`src/rtl/blockram_stream_dma_pkg.sv`:
```
// Shared widths, state encoding and bus address helper for the block RAM stream DMA.
package blockram_stream_dma_pkg;

  localparam int unsigned WORD_ADR_W = 11;
  localparam int unsigned LEN_W      = 14;
  localparam int unsigned LANES      = 4;
  localparam int unsigned LANE_W     = 2;
  localparam int unsigned BYTE_W     = 8;
  localparam int unsigned WORD_W     = 32;
  localparam int unsigned STATE_W    = 3;

  typedef logic [STATE_W-1:0] state_t;

  localparam state_t ST_IDLE  = 3'd0;
  localparam state_t ST_FILL  = 3'd1;
  localparam state_t ST_WRITE = 3'd2;
  localparam state_t ST_FETCH = 3'd3;
  localparam state_t ST_DRAIN = 3'd4;
  localparam state_t ST_DONE  = 3'd5;

  // Byte address on the wishbone bus of a RAM word.
  function automatic logic [WORD_W-1:0] wb_byte_adr(input logic [WORD_W-1:0]     base,
                                                     input logic [WORD_ADR_W-1:0] word_adr);
    return base + WORD_W'({word_adr, 2'b00});
  endfunction

endpackage

```
`src/rtl/blockram_stream_dma_pack.sv`:
```
// 4-lane word register: lane-indexed packing for writes, right-shift unpacking for reads.
module byte_word_pack
  import blockram_stream_dma_pkg::*;
(
  input  logic                clk_i,
  input  logic                rst_i,
  input  logic                clr_i,
  input  logic                push_i,
  input  logic [BYTE_W-1:0]   byte_i,
  input  logic                load_i,
  input  logic [WORD_W-1:0]   word_i,
  input  logic                shift_i,
  output logic [WORD_W-1:0]   data_o,
  output logic [LANE_W-1:0]   lane_o,
  output logic [LANES-1:0]    sel_d_o
);

  logic [WORD_W-1:0] data_q, data_d;
  logic [LANE_W-1:0] lane_q, lane_d;
  logic [LANES-1:0]  sel_q,  sel_d;

  // Read lanes are consumed from bits [7:0], so the current output byte is always a plain register slice.
  always_comb begin
    data_d = data_q;
    lane_d = lane_q;
    sel_d  = sel_q;
    if (clr_i) begin
      data_d = '0;
      lane_d = '0;
      sel_d  = '0;
    end else if (load_i) begin
      data_d = word_i;
      lane_d = '0;
      sel_d  = '0;
    end else if (push_i) begin
      data_d[{lane_q, 3'b000} +: BYTE_W] = byte_i;
      sel_d[lane_q] = 1'b1;
      lane_d        = lane_q + LANE_W'(1);
    end else if (shift_i) begin
      data_d = {BYTE_W'(0), data_q[WORD_W-1:BYTE_W]};
      lane_d = lane_q + LANE_W'(1);
    end
  end

  always_ff @(posedge clk_i or posedge rst_i) begin
    if (rst_i) begin
      data_q <= '0;
      lane_q <= '0;
      sel_q  <= '0;
    end else begin
      data_q <= data_d;
      lane_q <= lane_d;
      sel_q  <= sel_d;
    end
  end

  assign data_o  = data_q;
  assign lane_o  = lane_q;
  assign sel_d_o = sel_d;

endmodule

```
`src/rtl/blockram_stream_dma.sv`:
```
// Byte-stream DMA master for one block RAM wishbone port: packs a byte stream into RAM words or unpacks RAM words onto a byte stream.
module blockram_stream_dma
  import blockram_stream_dma_pkg::*;
#(
  parameter logic [31:0] ADR_BASE = 32'h0000_0000
) (
  input  logic                  wb_clk_i,
  input  logic                  wb_rst_i,
  input  logic                  start_i,
  input  logic                  dir_i,
  input  logic [WORD_ADR_W-1:0] adr_i,
  input  logic [LEN_W-1:0]      len_i,
  output logic                  busy_o,
  output logic                  done_o,
  input  logic [BYTE_W-1:0]     s_dat_i,
  input  logic                  s_valid_i,
  output logic                  s_ready_o,
  output logic [BYTE_W-1:0]     m_dat_o,
  output logic                  m_valid_o,
  input  logic                  m_ready_i,
  output logic [WORD_W-1:0]     wb_adr_o,
  output logic [WORD_W-1:0]     wb_dat_o,
  input  logic [WORD_W-1:0]     wb_dat_i,
  output logic                  wb_cyc_o,
  output logic                  wb_stb_o,
  output logic                  wb_we_o,
  output logic [LANES-1:0]      wb_sel_o,
  input  logic                  wb_ack_i
);

  state_t                state_q, state_d;
  logic [WORD_ADR_W-1:0] word_adr_q, word_adr_d;
  logic [LEN_W-1:0]      rem_q, rem_d;

  logic                  busy_q, busy_d;
  logic                  done_q, done_d;
  logic                  s_ready_q, s_ready_d;
  logic                  m_valid_q, m_valid_d;
  logic                  cyc_q, cyc_d;
  logic                  we_q, we_d;
  logic [LANES-1:0]      sel_q, sel_d;
  logic [WORD_W-1:0]     adr_q, adr_d;

  logic                  pk_clr, pk_push, pk_load, pk_shift;
  logic [WORD_W-1:0]     pk_data;
  logic [LANE_W-1:0]     pk_lane;
  logic [LANES-1:0]      pk_sel_d;
  logic                  last_lane;
  logic [LEN_W-1:0]      rem_dec;

  byte_word_pack u_pack (
    .clk_i   (wb_clk_i),
    .rst_i   (wb_rst_i),
    .clr_i   (pk_clr),
    .push_i  (pk_push),
    .byte_i  (s_dat_i),
    .load_i  (pk_load),
    .word_i  (wb_dat_i),
    .shift_i (pk_shift),
    .data_o  (pk_data),
    .lane_o  (pk_lane),
    .sel_d_o (pk_sel_d)
  );

  assign last_lane = (pk_lane == LANE_W'(LANES - 1));
  assign rem_dec   = (rem_q != '0) ? rem_q - LEN_W'(1) : rem_q;

  // Next state, address/count updates and packer controls.
  always_comb begin
    state_d    = state_q;
    word_adr_d = word_adr_q;
    rem_d      = rem_q;
    pk_clr     = 1'b0;
    pk_push    = 1'b0;
    pk_load    = 1'b0;
    pk_shift   = 1'b0;
    case (state_q)
      ST_IDLE: begin
        if (start_i) begin
          word_adr_d = adr_i;
          rem_d      = len_i;
          pk_clr     = 1'b1;
          if (len_i == '0) begin
            state_d = ST_DONE;
          end else if (dir_i) begin
            state_d = ST_FETCH;
          end else begin
            state_d = ST_FILL;
          end
        end
      end
      ST_FILL: begin
        if (s_valid_i && s_ready_q) begin
          pk_push = 1'b1;
          rem_d   = rem_dec;
          if (last_lane || rem_q <= LEN_W'(1)) begin
            state_d = ST_WRITE;
          end
        end
      end
      ST_WRITE: begin
        if (wb_ack_i) begin
          word_adr_d = word_adr_q + WORD_ADR_W'(1);
          pk_clr     = 1'b1;
          state_d    = (rem_q == '0) ? ST_DONE : ST_FILL;
        end
      end
      ST_FETCH: begin
        if (wb_ack_i) begin
          pk_load = 1'b1;
          state_d = ST_DRAIN;
        end
      end
      ST_DRAIN: begin
        if (m_ready_i && m_valid_q) begin
          pk_shift = 1'b1;
          rem_d    = rem_dec;
          if (rem_q <= LEN_W'(1)) begin
            state_d = ST_DONE;
          end else if (last_lane) begin
            word_adr_d = word_adr_q + WORD_ADR_W'(1);
            state_d    = ST_FETCH;
          end
        end
      end
      ST_DONE: begin
        state_d = ST_IDLE;
      end
      default: begin
        state_d = ST_IDLE;
      end
    endcase
  end

  // Outputs are decoded from the next state so they line up with the registered state.
  always_comb begin
    busy_d    = (state_d == ST_FILL) || (state_d == ST_WRITE) ||
                (state_d == ST_FETCH) || (state_d == ST_DRAIN);
    done_d    = (state_d == ST_DONE);
    s_ready_d = (state_d == ST_FILL);
    m_valid_d = (state_d == ST_DRAIN);
    cyc_d     = (state_d == ST_WRITE) || (state_d == ST_FETCH);
    we_d      = (state_d == ST_WRITE);
    sel_d     = '0;
    if (state_d == ST_WRITE) begin
      sel_d = pk_sel_d;
    end else if (state_d == ST_FETCH) begin
      sel_d = '1;
    end
    adr_d     = wb_byte_adr(ADR_BASE, word_adr_d);
  end

  always_ff @(posedge wb_clk_i or posedge wb_rst_i) begin
    if (wb_rst_i) begin
      state_q    <= ST_IDLE;
      word_adr_q <= '0;
      rem_q      <= '0;
      busy_q     <= 1'b0;
      done_q     <= 1'b0;
      s_ready_q  <= 1'b0;
      m_valid_q  <= 1'b0;
      cyc_q      <= 1'b0;
      we_q       <= 1'b0;
      sel_q      <= '0;
      adr_q      <= '0;
    end else begin
      state_q    <= state_d;
      word_adr_q <= word_adr_d;
      rem_q      <= rem_d;
      busy_q     <= busy_d;
      done_q     <= done_d;
      s_ready_q  <= s_ready_d;
      m_valid_q  <= m_valid_d;
      cyc_q      <= cyc_d;
      we_q       <= we_d;
      sel_q      <= sel_d;
      adr_q      <= adr_d;
    end
  end

  assign busy_o    = busy_q;
  assign done_o    = done_q;
  assign s_ready_o = s_ready_q;
  assign m_valid_o = m_valid_q;
  assign m_dat_o   = pk_data[BYTE_W-1:0];
  assign wb_adr_o  = adr_q;
  assign wb_dat_o  = pk_data;
  assign wb_cyc_o  = cyc_q;
  assign wb_stb_o  = cyc_q;
  assign wb_we_o   = we_q;
  assign wb_sel_o  = sel_q;

endmodule

```
`config.mk`:
```
export PLATFORM = sky130hd
export DESIGN_NAME = blockram_stream_dma
export DESIGN_NICKNAME = d
export VERILOG_FILES = /design/src/rtl/blockram_stream_dma_pkg.sv /design/src/rtl/blockram_stream_dma_pack.sv /design/src/rtl/blockram_stream_dma.sv
export SDC_FILE = /design/constraint.sdc
export NUM_CORES = 1
export LEC_CHECK = 0
export CAP_MARGIN = 25
export CORE_MARGIN = 4
export CORE_UTILIZATION = 34
export CTS_CLUSTER_DIAMETER = 100
export DETAILED_ROUTE_END_ITERATION = 10
export PLACE_DENSITY = 0.69
export SYNTH_ARGS = -nofsm -noshare
export SYNTH_HDL_FRONTEND = slang
export SYNTH_SLANG_ARGS = --single-unit
```
`constraint.sdc`:
```
create_clock -name wb_clk_i -period 5.1 [get_ports wb_clk_i]
set_input_delay 1.02 -clock wb_clk_i [delete_from_list [all_inputs] [get_ports wb_clk_i]]
set_output_delay 1.02 -clock wb_clk_i [all_outputs]
set_load 0.03 [all_outputs]
```
==> images/m1.png <==
Drawn at 4 px/um. Supply wires on this layer in grey. Cells faint in the background.
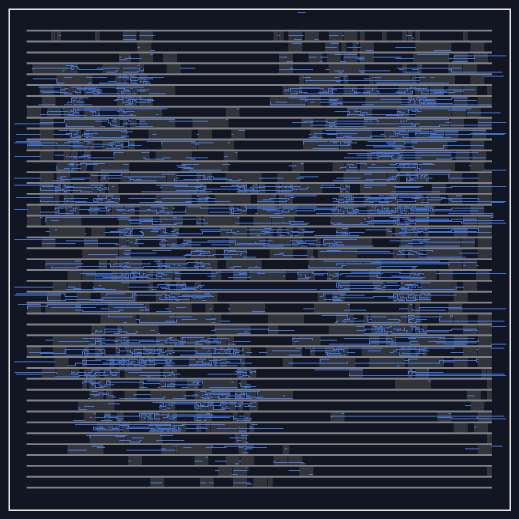
longest straight run: 43.2 um
main direction: horizontal
met1 demand-to-capacity share in global routing: 24.0%
routed vias: 4,303
drt total wl: 13,700 um

==> images/m2.png <==
Drawn at 4 px/um.
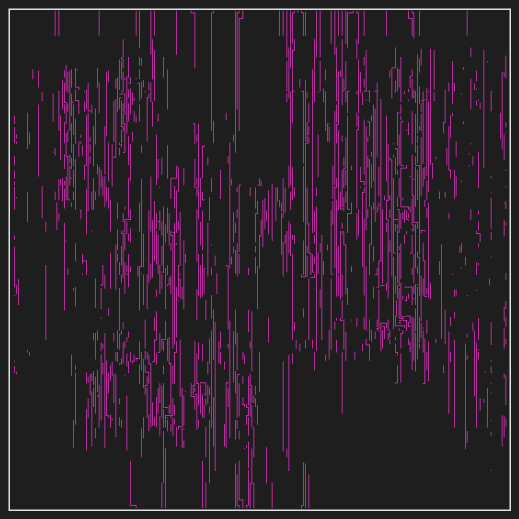
share of all routed wire: 45%
nets with wire on the layer: 590
met2 capacity usage during global routing: 26.0%

==> run summary <==
Summary of implementation figures.

Status
The flow ran to the end, and the final reports show no timing, DRC or antenna violations.

Floorplan
The floorplan step set the die width to 125 um. The chip occupies 15,600 um2. The site row count is roughly 42. The number of tap cells inserted is 176.

The number of top-level design ports is 155. The die is 125 um tall. The fraction of the core area occupied by cells at floorplan is 34.9%.

Power
VDD sags by at most 265 uV. The part of the total power dissipated in sequential elements is 29.0%. Net switching is 45.5% of the power. The post-route total power is 3.72 mW.

In this run the static leakage power is 2.56 nW. For this design the total switching power over the nets is between 1.5 and 2 mW. Of the total power, the clock network draws 18.4%. The internal power of the cells is 2.03 mW. The share of total power dissipated in combinational logic is 52.5%. The clock network power consumption is 687 uW. In this run the power density over the cells is about 600 nW/um2.

Synthesis
The instance count of the mapped netlist is about 500. The post-synthesis register bit count is 76. The warning tally printed by Yosys for this design is 0. The async set-reset flop share out of synthesis is 100%. The commonest register cell after synthesis is sky130_fd_sc_hd__dfrtp_1. The number of cells in the yosys synthesis report is 502.

The cell area that synthesis handed to floorplanning was 4640 um2. The number of library cell types mapped by synthesis is 63. In the synthesis report, Yosys lists the chip area as around 4600 um2.

Detailed routing
The top routing layer in use is met4. The number of search-and-repair iterations in the first detailed-routing pass is 6. The script logs the mean routed wire length per placed instance as 17.2 um. Detailed-route iteration 0 reported a violation count of 340.

Per the detail_route log, met2 wirelength is 6120 um. The detailed router put a total of 6170 um of wire on met1. The script logs the ratio of routed vias to standard cells as 5.41.

Timing
The transition time at the pin with the least slew margin is 0.918 ns. The final tally of setup violations is 0. Setup repair after global routing left no endpoint under its margin. The share of the cycle needed by the critical path after routing is 61.1%. The count of endpoints failing hold in the final timing report is 0.

In the final run the clock tree shows a worst skew of around 0.009 ns. The minimum clock period is 3.11 ns. The worst setup slack after layout is 1.99 ns.

Adding up every negative setup slack in the final design gives 0 ns. The max-slew violation count is 0. The maximum achievable frequency is 0.321 GHz.

Cells and area
The total of plain and repair buffers excluding clock buffers is 139. The final layout report lists a non-clock inverter count of 18. In the layout the commonest cells are sky130_fd_sc_hd__clkdlybuf4s50_1, sky130_fd_sc_hd__dfrtp_1, sky130_fd_sc_hd__nor2_1, sky130_fd_sc_hd__a21oi_1, sky130_fd_sc_hd__nand2_1. The fraction of final layout cells with drive strength greater than 1 is 8.08%. By area, logic gates come first. The layout contains a multi-input combinational cell count of 370. The multi-input gate area in the final layout is 2360 um2. The share of the final layout cell area in multi-input gates is 37.7%.

The clock network takes up 5.07% of total cell area after layout. Per the layout report, the design carries 1,237 filler cells. The number of antenna cells inserted is 0. The sequential cell count is 76. Per the final report, the share of cell area in non-clock buffers is 22.3%.

In the final layout, flip-flops and latches occupy ~1900 um2.

Critical path
Max fanout on the critical path was recorded as 22. The slack of the worst reg-to-reg path is roughly 2.5 ns. The timing endpoint of the critical path is wb_adr_o[2].

The standard cell with the maximum stage delay on the critical path is sky130_fd_sc_hd__a21oi_2. Per STA, the highest per-stage delay on the worst path measures 0.67 ns. Among cell families on the critical path, the largest total delay comes from AND-OR/OR-AND gates. The required time of the worst setup path is between 5 and 6 ns.

The critical path endpoint category is a flip-flop. The data arrival at the endpoint of the critical path is 3.34 ns. The launch point of the critical path was reported as wb_ack_i. The total number of cells along the worst setup path is 8. By startpoint and endpoint, the worst setup path is classified as in -> reg. The reg-to-reg endpoint is u_pack.data_o[18]. The buffer and inverter count on the worst path is 2.

Clock network
After clock tree synthesis, the repair step resized 0 gates. The number of clock buffers added by TritonCTS is 9. Looking at the clock tree report, the maximum root-to-sink buffer count equals 2. Clock tree synthesis found a total of 76 sinks. TritonCTS built the clock tree. The post-cts hold buffer count is 0. Looking at the clock tree report, the root buffer type is sky130_fd_sc_hd__clkbuf_16.

Once the clock tree was built, the setup fixing pass inserted 0 buffers.

Global routing
Global routing put the most usage on met2. The number of global-route vias before repair is ~4.2k. The remaining global-route overflow is 0. Entering global routing, the biggest net connects 46 pins.

Job
The max-capacitance violation count is 0.

Hold path
In the hold report, the worst path ends at rem_q[7]. The path type of the worst min-delay path is reg -> reg.
==> images/m3.png <==
Drawn at 4 px/um. Cells faint in the background.
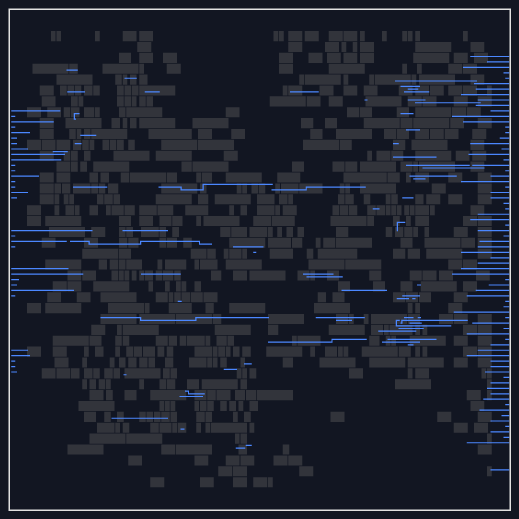
longest straight run: 20.2 um
main direction: horizontal
nets with wire on the layer: 148
wire length on this layer: 1,090 um
Global Route met3 Usage: 5.19%

flip-flops by register name, summed over array words and instances, names as in the netlist:
register       count
wb_sel_o           4
wb_adr_o          11
u_pack.sel_q       4
u_pack.lane_o      2
done_o             1
rem_q             14
busy_o             1
wb_cyc_o           1
s_ready_o          1
m_valid_o          1
u_pack.data_o     32
state_q            3
wb_we_o            1
stage by stage:
step	cells	cell area, um2	util, %
2_1_floorplan	522	4720	-
3_3_place_gp	776	5910	44.4
3_5_place_dp	776	5910	44.4
4_1_cts	792	6230	46.8
5_1_grt	795	6270	47.1
6_report	795	6270	47.1
kinds of logic (layout without fill, tap and decap cells):
logic type	count (synthesis)	in the layout	synth area share, %
compound gates	158	158	24.9
flops	76	76	41.0
simple gates	167	167	18.7
mux	12	12	2.61
fa+ha+maj	8	8	2.16
buf+inv	76	173	9.84
xor+xnor	4	4	0.755
other cells	1	21	0.0808
synth_stat cells, types with 3 or more instances:
| master | number | share of area (%) |
|---|---|---|
| sky130_fd_sc_hd__nand2b_1 | 3 | 0.40 |
| sky130_fd_sc_hd__nor3_1 | 8 | 0.86 |
| sky130_fd_sc_hd__o21ai_1 | 6 | 0.65 |
| sky130_fd_sc_hd__buf_6 | 6 | 1.5 |
| sky130_fd_sc_hd__o21a_1 | 6 | 0.97 |
| sky130_fd_sc_hd__ha_1 | 8 | 2.2 |
| sky130_fd_sc_hd__nor2b_1 | 3 | 0.40 |
| sky130_fd_sc_hd__o41ai_1 | 6 | 1.1 |
| sky130_fd_sc_hd__o2bb2ai_1 | 8 | 1.5 |
| sky130_fd_sc_hd__clkbuf_1 | 15 | 1.2 |
| sky130_fd_sc_hd__xnor2_1 | 3 | 0.57 |
| sky130_fd_sc_hd__a22o_1 | 15 | 2.8 |
| sky130_fd_sc_hd__o22ai_1 | 3 | 0.40 |
| sky130_fd_sc_hd__buf_2 | 5 | 0.54 |
| sky130_fd_sc_hd__o21ai_0 | 19 | 2.0 |
| sky130_fd_sc_hd__nand2_1 | 35 | 2.8 |
| sky130_fd_sc_hd__o22a_1 | 5 | 0.94 |
| sky130_fd_sc_hd__nor2_1 | 53 | 4.3 |
| sky130_fd_sc_hd__and3_1 | 5 | 0.67 |
| sky130_fd_sc_hd__a221oi_1 | 8 | 1.5 |
| sky130_fd_sc_hd__a21oi_1 | 39 | 4.2 |
| sky130_fd_sc_hd__nor4_1 | 6 | 0.81 |
| sky130_fd_sc_hd__a222oi_1 | 8 | 1.7 |
| sky130_fd_sc_hd__inv_1 | 18 | 1.5 |
| sky130_fd_sc_hd__nand3_1 | 22 | 2.4 |
| sky130_fd_sc_hd__or3_1 | 4 | 0.54 |
| sky130_fd_sc_hd__mux2i_1 | 11 | 2.4 |
| sky130_fd_sc_hd__nand4_1 | 6 | 0.81 |
| sky130_fd_sc_hd__dfrtp_1 | 76 | 41 |
| sky130_fd_sc_hd__a31oi_1 | 13 | 1.8 |
| sky130_fd_sc_hd__o21ai_4 | 3 | 1.1 |
| sky130_fd_sc_hd__buf_4 | 32 | 5.2 |
No activity file was given, so power comes from the tool's default toggle rates.
